File: config.mk
export PLATFORM = sky130hd
export DESIGN_NAME = seg7_scan_display
export DESIGN_NICKNAME = d
export VERILOG_FILES = /design/src/rtl/seg7_pkg.sv /design/src/rtl/seg7_hex_decoder.sv /design/src/rtl/seg7_scan_display.sv
export SDC_FILE = /design/constraint.sdc
export NUM_CORES = 1
export LEC_CHECK = 0
export CORE_MARGIN = 2
export CORE_UTILIZATION = 50
export DETAILED_ROUTE_END_ITERATION = 7
export DONT_BUFFER_PORTS = 1
export MAX_ROUTING_LAYER = met4
export PLACE_DENSITY = 0.61
export SYNTH_ARGS = -nofsm -noshare
export SYNTH_HDL_FRONTEND = slang
export SYNTH_SLANG_ARGS = --single-unit
File: constraint.sdc
create_clock -name clk -period 4.7 [get_ports clk]
set_input_delay 0.705 -clock clk [delete_from_list [all_inputs] [get_ports clk]]
set_output_delay 0.705 -clock clk [all_outputs]
set_load 0.01 [all_outputs]
File: src/rtl/seg7_pkg.sv
// seg7_pkg: shared constants for the multiplexed 7-segment display driver.
// Glyphs are active-low, bit order gfedcba (bit 6 = g, bit 0 = a).
package seg7_pkg;

  localparam int unsigned GLYPH_W = 7;
  localparam int unsigned NIB_W   = 4;

  localparam logic [GLYPH_W-1:0] SEG_BLANK = 7'b1111111;

  localparam logic [GLYPH_W-1:0] GLYPH_0 = 7'b1000000;
  localparam logic [GLYPH_W-1:0] GLYPH_1 = 7'b1111001;
  localparam logic [GLYPH_W-1:0] GLYPH_2 = 7'b0100100;
  localparam logic [GLYPH_W-1:0] GLYPH_3 = 7'b0110000;
  localparam logic [GLYPH_W-1:0] GLYPH_4 = 7'b0011001;
  localparam logic [GLYPH_W-1:0] GLYPH_5 = 7'b0010010;
  localparam logic [GLYPH_W-1:0] GLYPH_6 = 7'b0000010;
  localparam logic [GLYPH_W-1:0] GLYPH_7 = 7'b1111000;
  localparam logic [GLYPH_W-1:0] GLYPH_8 = 7'b0000000;
  localparam logic [GLYPH_W-1:0] GLYPH_9 = 7'b0010000;
  localparam logic [GLYPH_W-1:0] GLYPH_A = 7'b0001000;
  localparam logic [GLYPH_W-1:0] GLYPH_B = 7'b0000011;
  localparam logic [GLYPH_W-1:0] GLYPH_C = 7'b1000110;
  localparam logic [GLYPH_W-1:0] GLYPH_D = 7'b0100001;
  localparam logic [GLYPH_W-1:0] GLYPH_E = 7'b0000110;
  localparam logic [GLYPH_W-1:0] GLYPH_F = 7'b0001110;

  // Hex nibble to active-low glyph.
  function automatic logic [GLYPH_W-1:0] hex_glyph(input logic [NIB_W-1:0] nib);
    logic [GLYPH_W-1:0] g;
    case (nib)
      4'h0:    g = GLYPH_0;
      4'h1:    g = GLYPH_1;
      4'h2:    g = GLYPH_2;
      4'h3:    g = GLYPH_3;
      4'h4:    g = GLYPH_4;
      4'h5:    g = GLYPH_5;
      4'h6:    g = GLYPH_6;
      4'h7:    g = GLYPH_7;
      4'h8:    g = GLYPH_8;
      4'h9:    g = GLYPH_9;
      4'hA:    g = GLYPH_A;
      4'hB:    g = GLYPH_B;
      4'hC:    g = GLYPH_C;
      4'hD:    g = GLYPH_D;
      4'hE:    g = GLYPH_E;
      default: g = GLYPH_F;
    endcase
    return g;
  endfunction

endpackage

File: src/rtl/seg7_hex_decoder.sv
// seg7_hex_decoder: combinational hex nibble to active-low gfedcba glyph.
// Ports:
//   nibble_i  in  4  hex digit
//   glyph_o   out 7  active-low segments, gfedcba
module seg7_hex_decoder
  import seg7_pkg::*;
(
  input  logic [NIB_W-1:0]   nibble_i,
  output logic [GLYPH_W-1:0] glyph_o
);

  assign glyph_o = hex_glyph(nibble_i);

endmodule

File: src/rtl/seg7_scan_display.sv
// seg7_scan_display: tear-free multiplexed 7-segment driver.
// Scans NUM_DIGITS hex digits onto shared active-low segment/anode lines,
// SCAN_DIV clocks per digit. Loaded values are staged and committed only at
// a frame boundary so a frame never mixes old and new digits.
// Optional blinking is compiled in with `define SEG7_BLINK_EN.
// Ports:
//   clk, clr        clock, synchronous active-high reset
//   value, load     hex nibbles (digit 0 rightmost), capture strobe
//   dp_in           per-digit decimal point request
//   digit_en        per-digit enable (0 = dark)
//   lzs_en          leading-zero suppression
//   blink           per-digit blink request (ignored without SEG7_BLINK_EN)
//   a_to_g, an, dp  registered active-low segments, anodes, decimal point
//   pending         staged value awaiting commit
//   frame_done      pulse on the last cycle of each frame
module seg7_scan_display
  import seg7_pkg::*;
#(
  parameter int unsigned NUM_DIGITS   = 8,
  parameter int unsigned SCAN_DIV     = 131072,
  parameter int unsigned BLINK_FRAMES = 64
) (
  input  logic                      clk,
  input  logic                      clr,
  input  logic [4*NUM_DIGITS-1:0]   value,
  input  logic                      load,
  input  logic [NUM_DIGITS-1:0]     dp_in,
  input  logic [NUM_DIGITS-1:0]     digit_en,
  input  logic                      lzs_en,
  input  logic [NUM_DIGITS-1:0]     blink,
  output logic [GLYPH_W-1:0]        a_to_g,
  output logic [NUM_DIGITS-1:0]     an,
  output logic                      dp,
  output logic                      pending,
  output logic                      frame_done
);

  localparam int unsigned VAL_W = NIB_W * NUM_DIGITS;
  localparam int unsigned CNT_W = $clog2(SCAN_DIV);
  localparam int unsigned IDX_W = $clog2(NUM_DIGITS);

  // Elaboration-time parameter range check.
  if (NUM_DIGITS < 2 || NUM_DIGITS > 8 || SCAN_DIV < 2 || BLINK_FRAMES < 1) begin : g_bad_param
    $error("seg7_scan_display: parameter out of range");
  end

  logic [CNT_W-1:0]   cnt_q, cnt_d;
  logic [IDX_W-1:0]   idx_q, idx_d;
  logic [VAL_W-1:0]   staging_q, staging_d;
  logic [VAL_W-1:0]   shown_q, shown_d;
  logic               pending_q, pending_d;
  logic [GLYPH_W-1:0] seg_q, seg_d;
  logic [NUM_DIGITS-1:0] an_q, an_d;
  logic               dp_q, dp_d;
  logic               blink_phase_d;

  logic               tick;
  logic               frame_end;
  logic [NIB_W-1:0]   nib;
  logic [GLYPH_W-1:0] glyph;

  assign tick      = (cnt_q == CNT_W'(SCAN_DIV - 1));
  assign frame_end = tick && (idx_q == IDX_W'(NUM_DIGITS - 1));

  // Prescaler and digit index.
  always_comb begin
    cnt_d = tick ? '0 : cnt_q + CNT_W'(1);
    idx_d = idx_q;
    if (tick) begin
      idx_d = (idx_q == IDX_W'(NUM_DIGITS - 1)) ? '0 : idx_q + IDX_W'(1);
    end
  end

  // Double buffer: a load on the boundary cycle bypasses staging.
  always_comb begin
    staging_d = staging_q;
    shown_d   = shown_q;
    pending_d = pending_q;
    if (load) begin
      staging_d = value;
    end
    if (frame_end) begin
      if (load) begin
        shown_d = value;
      end else if (pending_q) begin
        shown_d = staging_q;
      end
      pending_d = 1'b0;
    end else if (load) begin
      pending_d = 1'b1;
    end
  end

`ifdef SEG7_BLINK_EN
  localparam int unsigned FR_W = (BLINK_FRAMES > 1) ? $clog2(BLINK_FRAMES) : 1;

  logic [FR_W-1:0] frame_cnt_q, frame_cnt_d;
  logic            blink_phase_q;

  // Frame counter toggles the blink phase every BLINK_FRAMES frames.
  always_comb begin
    frame_cnt_d   = frame_cnt_q;
    blink_phase_d = blink_phase_q;
    if (frame_end) begin
      if (frame_cnt_q == FR_W'(BLINK_FRAMES - 1)) begin
        frame_cnt_d   = '0;
        blink_phase_d = ~blink_phase_q;
      end else begin
        frame_cnt_d = frame_cnt_q + FR_W'(1);
      end
    end
  end

  always_ff @(posedge clk) begin
    if (clr) begin
      frame_cnt_q   <= '0;
      blink_phase_q <= 1'b0;
    end else begin
      frame_cnt_q   <= frame_cnt_d;
      blink_phase_q <= blink_phase_d;
    end
  end
`else
  assign blink_phase_d = 1'b0;
`endif

  // Output stage works on next-state idx/shown so the registered pins
  // switch to the new digit together with idx.
  always_comb begin
    logic                  run;
    logic [NUM_DIGITS-1:0] lit_vec;
    logic                  lit;
    logic                  dp_sel;
    nib     = '0;
    run     = 1'b1;
    lit_vec = '0;
    lit     = 1'b0;
    dp_sel  = 1'b0;
    an_d    = '1;
    // Walk from the most significant digit; run stays high while all zero.
    for (int i = NUM_DIGITS - 1; i >= 0; i--) begin
      run = run & (shown_d[NIB_W*i +: NIB_W] == '0);
      lit_vec[i] = digit_en[i] & ~(lzs_en & run & (i != 0)) &
                   ~(blink[i] & blink_phase_d);
    end
    for (int i = 0; i < NUM_DIGITS; i++) begin
      if (idx_d == IDX_W'(i)) begin
        nib    = shown_d[NIB_W*i +: NIB_W];
        lit    = lit_vec[i];
        dp_sel = dp_in[i];
        an_d[i] = ~lit_vec[i];
      end
    end
    seg_d = lit ? glyph : SEG_BLANK;
    dp_d  = lit ? ~dp_sel : 1'b1;
  end

  seg7_hex_decoder u_dec (
    .nibble_i (nib),
    .glyph_o  (glyph)
  );

  always_ff @(posedge clk) begin
    if (clr) begin
      cnt_q     <= '0;
      idx_q     <= '0;
      staging_q <= '0;
      shown_q   <= '0;
      pending_q <= 1'b0;
      seg_q     <= SEG_BLANK;
      an_q      <= '1;
      dp_q      <= 1'b1;
    end else begin
      cnt_q     <= cnt_d;
      idx_q     <= idx_d;
      staging_q <= staging_d;
      shown_q   <= shown_d;
      pending_q <= pending_d;
      seg_q     <= seg_d;
      an_q      <= an_d;
      dp_q      <= dp_d;
    end
  end

  assign a_to_g     = seg_q;
  assign an         = an_q;
  assign dp         = dp_q;
  assign pending    = pending_q;
  assign frame_done = frame_end;

endmodule

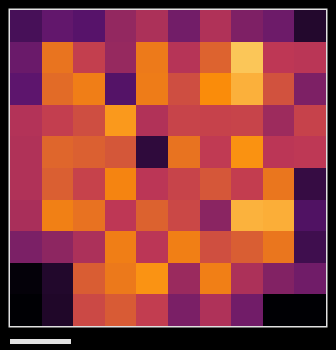
(run_1/cell_density.png)
The bar under the picture is 20 µm long. 10 x 10 tiles, from black (low) to pale yellow (high), 0 to 100% covered.
mean over tiles	49%
fullest tile	88%
tiles over 75% full	7.0%
nearly empty tiles	4.0%

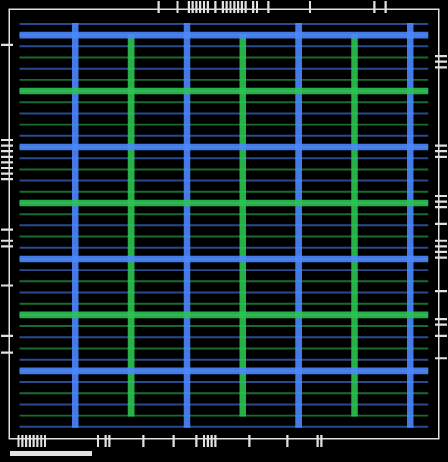
(run_1/power_grid.png)
The bar under the picture is 20 µm long. Pins as bars on the die edge.
net	color
VDD	green
VSS	blue
met5 straps	7
met4 straps	7
signal pins	78
CORE AREA: 9730 µm²
VDD IR max: 214 µV
Die Ht: 104 µm
Die X: 104 µm

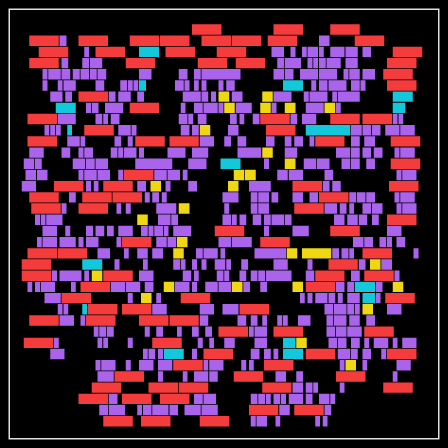
(run_1/placement_by_type.png)
class	color	cells
flops	red	101
clock drivers and dummy loads	cyan	16
other buffers and delay cells	yellow	29
combinational and other logic	purple	430

==> results.txt, run 1 <==
fresh numbers from the pnr run: Detailed Route WL 12,400 µm, maxcap violations 0, Min-Delay Startpoint clr, fp_density 0.514, unrepaired setup endpoints after global routing no, area share, top type 0.404, initial antenna violation count 0, Syn Inst Count 566, yosys stat chip area 5000 µm², tool warning count 39, CTS tree done, cell type with the largest total area dfxtp_1, Rows 36, Post-Layout Cell Count 709, htree depth 3, top cells by area, synth dfxtp_1 40%, mux2i_1 6.8%, nor2_1 6.8%, most frequent cells in the layout 101 x dfxtp_1, 89 x nor2_1, 34 x nand2_1, 33 x mux2i_1, 31 x a21oi_1, Top Usage Layer GRT met2, hold path cells 1, overall power 1.51 mW, Min-Delay Endpoint staging_q[0], minimum clock period 4.24 ns, Critical path buffers and inverters 2, CP cell instances and3_1 > and3_1 > nand3_1 > nor2_2 > and4_1 > nand3_1 > nor2_1 > ha_4 > nand2_4 > o22ai_1 > a21oi_1 > mux2_2 > o221a_2 > mux2i_2 > inv_1 > ha_1 > inv_1 > nor3b_1 > a31oi_1 > o2111ai_2, number of global-route vias before repair 3,971, Leakage 2.05 nW, GRT Overall Usage 0.243, Tcrit/Tclk final 0.902, met3 wire len 703 µm, met1 Usage GRT 0.303, met3 global-route usage 0.0771, root buf cell clkbuf_8, cell area after layout 5410 µm², Synth Cell Area 5000 µm², Critical path origin cnt_q[3], Vias 4,120, final count of hold timing violations 0, Post-synth regs 101, critical path endpoint category register, Post-synth seq share 0.404, wire length on met2 5800 µm, critical path type register to register, status finished clean, global placer's final weighted congestion 0.930, grt total ovfl 0, Inst Count DP 693, Req. time, crit path 4.93 ns, Slowest cell on crit path dfxtp_1, share of cells above drive strength 1 0.134, DP Area 5200 µm², R2R setup slack 0.46 ns, Post-CTS Hold Fix Bufs 0, Synth warnings 0, PwrDens 280 nW/µm², Dominant comb cell simple AND/OR/NAND/NOR gates
[run 1: where the power goes]
part	leakage (nW)	switching, mW	total (mW)	internal [mW]
clock network	0.0975	0.305	0.553	0.248
registers	0.823	0.0163	0.894	0.878
logic	1.13	0.0329	0.0656	0.0327
[run 1: area by class of cell]
cell class / instances / area (µm²)
clock inverters: 5 / 61.3
multi-input cells: 413 / 2740
flip-flops and latches: 101 / 2020
repair buffers: 29 / 230
inverters: 17 / 63.8
clock buffers: 11 / 131
fillers: 934 / 4320
well taps: 133 / 166
[run 1: registers in the layout, summed over array words and instances (netlist names)]
signal and flops:
dp 1, an 8, shown_q 32, cnt_q 17, staging_q 32, a_to_g 7
pending 1, idx_q 3
[run 1: repair_timing]
action / CTS / global route
endpoints found under the hold margin: 0 / 0
gates resized: 0 / 4
setup endpoints to repair: 0 / 8
--- run 2 (diff from run 1) ---
- CTS_BUF_LIST: not set -> sky130_fd_sc_hd__clkbuf_8
- SLEW_MARGIN: not set -> 20
- TNS_END_PERCENT: not set -> 50
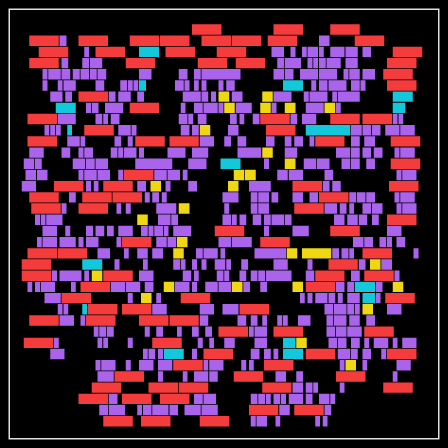
(run_2/placement_by_type.png)
class	color	cells
other buffers and delay cells	yellow	29
clock drivers and dummy loads	cyan	16
combinational and other logic	purple	430
flops	red	101

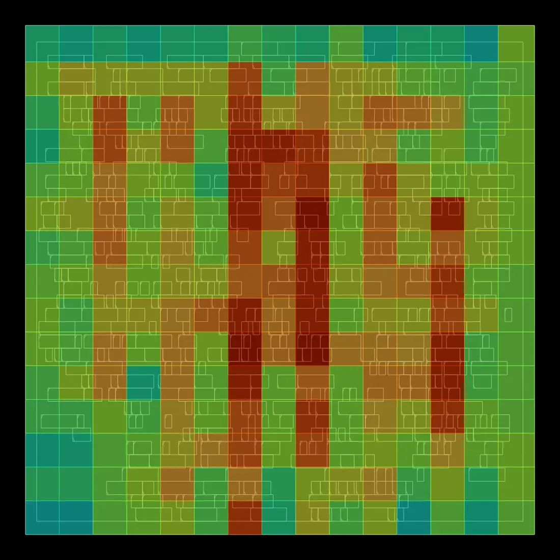
(run_2/congestion.png)
Top Usage Layer GRT: met2
fin util: 0.556
WL per Instance: 17.5 µm
met3 global-route usage: 0.0771
met1 Usage GRT: 0.303

==> run 2 against run 1 <==
Against the previous run:
- via count down 0.24%
- first-iteration DRC count up 1.0%
- register-to-register slack about the same
- flip-flop count unchanged
- combinational power about the same
- setup slack better by 0.0016 ns
- sequential power about the same
- wire length about the same
- largest cell class unchanged
- largest power group unchanged
==> results.txt, run 2 <==
fresh numbers from the pnr run: status finished clean, CTS tree done, Data buffer area share 0.0425 (unchanged), Post-Route Setup TNS 0 ns, Placement Setup Slack 0.247 ns, Post-synth seq share 0.404 (unchanged), Vias 4,110 (-0.24%), Max power group sequential cells, num sequential 101 (unchanged), Comb. pwr 0.0656 mW (about the same), wire length on met2 5800 µm (-0.12%), Final clock-cell share 0.0356 (about the same), unrepaired setup endpoints after global routing no, yosys stat chip area 5000 µm² (unchanged), Clock Latency Late Sink 0.39 ns, area share, top type 0.404 (unchanged), nonclk buf count 29 (unchanged), fillcell total 934 (unchanged), Max-area cell class logic gates, switching share of power 0.235 (+0.000626), logic share of the area 0.506 (unchanged), Post-CTS Hold Fix Bufs 0 (unchanged), number of global-route vias before repair 3,971 (unchanged), global placer's final weighted congestion 0.930 (unchanged), Dominant comb cell simple AND/OR/NAND/NOR gates, flop share of the area 0.374 (unchanged), Top Registers shown_q (32), staging_q (32), cnt_q (17), Tcrit/Tclk final 0.902 (about the same), port bufs 0, final count of hold timing violations 0 (unchanged), Flop+latch power 0.894 mW (about the same), DP Area 5200 µm² (unchanged), minimum clock period 4.24 ns (-0.00159 ns), Syn Inst Count 566 (unchanged), Critical path buffers and inverters 2 (unchanged), cell area after layout 5410 µm² (unchanged), Die Ht 104 µm (unchanged), Post-synth regs 101 (unchanged), Synth Net Count 636, drc violations 0, MI comb area 2740 µm² (unchanged), Reg area 2020 µm² (unchanged), CTS sink count 101, VDD IR max 214 µV (about the same), maxcap violations 0 (unchanged), Synth warnings 0 (unchanged), Leakage 2.06 nW (+0.40%), Logic Gate Count 413 (unchanged), clock-net power 0.549 mW (-0.7%), num tapcells 133 (unchanged), htree depth 3 (unchanged), critical path type register to register, Slowest cell on crit path dfxtp_1, CORE AREA 9730 µm² (unchanged), Die X 104 µm (unchanged), met3 wire len 686 µm (-2.4%), most frequent cells in the layout 101 x dfxtp_1, 89 x nor2_1, 34 x nand2_1, 33 x mux2i_1, 31 x a21oi_1, largest net degree at the start of global routing 62, cell type with the largest total area dfxtp_1, Non-CTS inverters 17 (unchanged), Detailed Route WL 12,400 µm (about the same), CTS Buf Count 9, PwrDens 279 nW/µm² (-0.29%), clk_buf instances 9 (-2), clock group share of total power 0.364 (-0.002), share of cells above drive strength 1 0.134 (unchanged), root buf cell clkbuf_8, Comb power frac 0.043 (about the same), Req. time, crit path 4.93 ns (about the same), Synth Cell Area 5000 µm² (unchanged), fp_density 0.514 (unchanged), worst slew pin tran 0.776 ns, Layout area overhead 8.18%, post-cts sizing count 0 (unchanged), Power Internal 1.15 mW (-0.37%), critical path endpoint category register, CP cell instances and3_1 > and3_1 > nand3_1 > nor2_2 > and4_1 > nand3_1 > nor2_1 > ha_4 > nand2_4 > o22ai_1 > a21oi_1 > mux2_2 > o221a_2 > mux2i_2 > inv_1 > ha_1 > inv_1 > nor3b_1 > a31oi_1 > o2111ai_2, GRT Overall Usage 0.243 (unchanged), slowest stage delay, CP 0.41 ns, Rows 36 (unchanged)
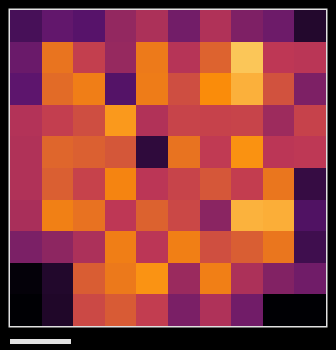
(run_2/cell_density.png)
The bar under the picture is 20 µm long. 10 x 10 tiles, from black (low) to pale yellow (high), 0 to 100% covered.
mean over tiles	49%
fullest tile	88%
nearly empty tiles	4.0%
tiles over 75% full	7.0%

-- run 2: cell count changes in the layout (fill, tap and decap cells not counted), sizes merged --
cell and change:
clkbuf -2, inv +2
-- run 2: path summary, 6_finish.rpt --
check                              start           end  slack (ns)  depth (start not counted)
worst max register to register  cnt_q[3]     a_to_g[3]        0.46                         20
worst max-delay path            cnt_q[3]     a_to_g[3]        0.46                         20
worst min register to register  cnt_q[0]      cnt_q[0]        0.45                          1
worst min-delay path                 clr  staging_q[0]        0.39                          1
-- run 2: stage by stage --
step / power, mW / cells / utilization
3_5_place_dp: 0.980 / 693 / 0.534
5_1_grt: 1.57 / 709 / 0.556
2_1_floorplan: 0.983 / 566 / -
6_report: 1.51 / 709 / 0.556
4_1_cts: 1.53 / 709 / 0.554
3_3_place_gp: 0.978 / 693 / 0.534
--- run 3 (diff from run 2) ---
- clock period: 4.7 -> 4.02 ns (I/O delays scaled with it)
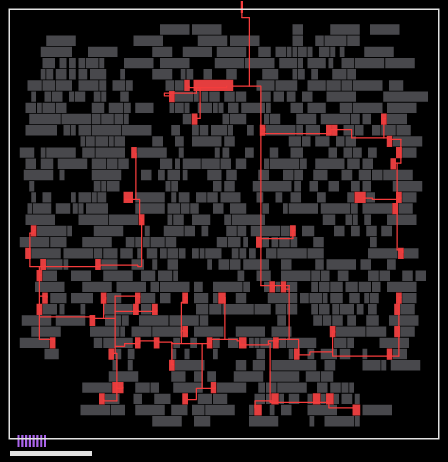
(run_3/io_fan.png)
The bar under the picture is 20 µm long.
port	color	bits	direction	edge	end cells	buffers
`clr`	red	1	input	top	61	0
`blink`	purple	8	input	bottom	0	0
port bufs: 0
number of I/O pins: 78

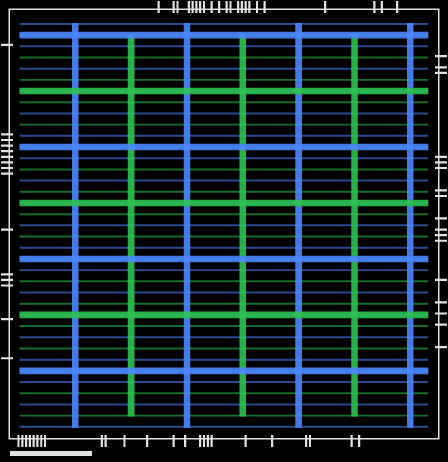
(run_3/power_grid.png)
The bar under the picture is 20 µm long. Pins as bars on the die edge.
net	color
VSS	blue
VDD	green
rows	36
met1 rails	37
met4 straps	7
met5 straps	7
VDD IR max: 264 µV

==> run 3 against run 2 <==
Against the previous run:
- first-iteration DRC count increased by 23%
- critical path depth increased by 1
- clock skew is 0.0070 ns lower
- combinational power up 19%
- via count is 4.3% higher
- utilization increased by 3.3 points
- setup slack worse by 0.31 ns
- register-to-register slack lost 0.31 ns
- power rose by 22%
- critical path type unchanged
- fmax grew 9.7%
- flip-flop count unchanged
- critical endpoint unchanged
==> results.txt, run 3 <==
fresh numbers from the pnr run: CTS tree done, Syn Inst Count 566 (unchanged), Comb. pwr 0.0782 mW (+19%), Leakage 2.21 nW (+7.0%), root buf cell clkbuf_8, Top Usage Layer GRT met2, minimum clock period 3.87 ns (-0.374 ns), Tcrit/Tclk final 0.962 (+0.0596), Slowest cell on crit path or3_1, Power Internal 1.43 mW (+24%), CTS sink count 101 (unchanged), r2r endpoint a_to_g[3], Layout area overhead 14.5%, yosys stat chip area 5000 µm² (unchanged), maxcap violations 0 (unchanged), Synth warnings 0 (unchanged), cell type with the largest total area dfxtp_1, PwrDens 322 nW/µm² (+16%), status finished clean, final count of hold timing violations 0 (unchanged), Clock Latency Late Sink 0.38 ns (about the same), DP HPWL 9530 µm, FF-to-FF Start cnt_q[5], CP endpoint a_to_g[3], worst slew pin tran 0.997 ns (+0.220 ns), met3 wire len 779 µm (+14%), Req. time, crit path 4.33 ns (-0.60 ns), number of global-route vias before repair 4,189 (+5.5%), R2R depth 21 (+5.0%), met3 global-route usage 0.0739 (-0.00313), Flop+latch power 1.05 mW (+20%), Die Ht 104 µm (unchanged), Placement Setup Slack -0.0591 ns (-0.306 ns), htree depth 3 (unchanged), Critical path origin cnt_q[5], fin util 0.589 (+0.0325), critical path type register to register, global placer's final weighted congestion 0.921 (-0.92%), wire length on met2 6150 µm (+6.1%), share of cells above drive strength 1 0.204 (+0.0703), CORE AREA 9730 µm² (unchanged), R2R setup slack 0.15 ns (-0.31 ns), clock-net power 0.720 mW (+31%), fp_density 0.514 (unchanged), Synth Net Count 636 (unchanged), slowest stage delay, CP 0.40 ns (about the same), largest net degree at the start of global routing 62 (unchanged), overall power 1.85 mW (+22%), Detailed Route WL 13,000 µm (+4.4%), fillcell total 924 (-1.1%), drc violations 0 (unchanged), met1 Usage GRT 0.315 (+0.0121), Synth Cell Area 5000 µm² (unchanged), Die X 104 µm (unchanged), Rows 36 (unchanged), CTS Buf Count 9 (unchanged), CP cell instances and3_4 > and3_4 > nand3_2 > nor2_2 > and4_1 > nand3_2 > nor2_2 > ha_2 > buf_12 > nand2_4 > inv_4 > buf_4 > buf_4 > o22ai_1 > a21o_1 > o221a_2 > mux2i_4 > inv_2 > ha_1 > or3_1 > o2111ai_2, clock group share of total power 0.390 (+0.026), Top Registers shown_q (32), staging_q (32), cnt_q (17), Dominant comb cell simple AND/OR/NAND/NOR gates, Min-Delay Endpoint an[4], Post-synth regs 101 (unchanged), register share of total power 0.567, DP Area 5380 µm² (+3.4%), Main synth FF type dfxtp_1, switching share of power 0.224 (-0.0104), Vias 4,288 (+4.3%), most frequent cells in the layout 98 x dfxtp_1, 87 x nor2_1, 54 x buf_4, 34 x nand2_1, 33 x mux2i_1, Post-Route Setup TNS 0 ns (unchanged), Max power group sequential cells, Inst Count DP 713 (+2.9%), Critical path buffers and inverters 5 (+3), Post-Layout Cell Count 736 (+3.8%), area share, top type 0.404 (unchanged), Comb power frac 0.042 (about the same)
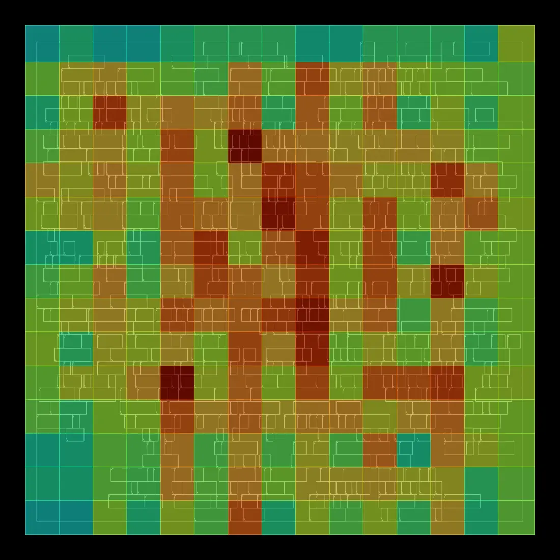
(run_3/congestion.png)
WL per Instance: 17.6 µm
GRT Overall Usage: 0.253

run 3: cell counts after synthesis:
No cell type changed its count.
run 3: area by class of cell:
| class | instances | area (µm²) | area share |
|---|---|---|---|
| Clock inverter | 5 | 85.1 | 0.0149 |
| Multi-Input combinational cell | 413 | 2790 | 0.487 |
| Clock buffer | 10 | 138 | 0.0240 |
| Sequential cell | 101 | 2030 | 0.354 |
| Timing Repair Buffer | 57 | 457 | 0.0797 |
| Inverter | 17 | 66.3 | 0.0116 |
| Tap cell | 133 | 166 | 0.0291 |
run 3: timing repair:
| item | in CTS | in global routing |
|---|---|---|
| hold buffers | 0 | 0 |
| resized | 0 | 23 |
| pin swaps | 1 | 4 |
| gates cloned | 0 | 0 |
| setup endpoints to repair | 7 | 8 |
| setup buffers | 2 | 6 |
No activity file was given, so power comes from the tool's default toggle rates.
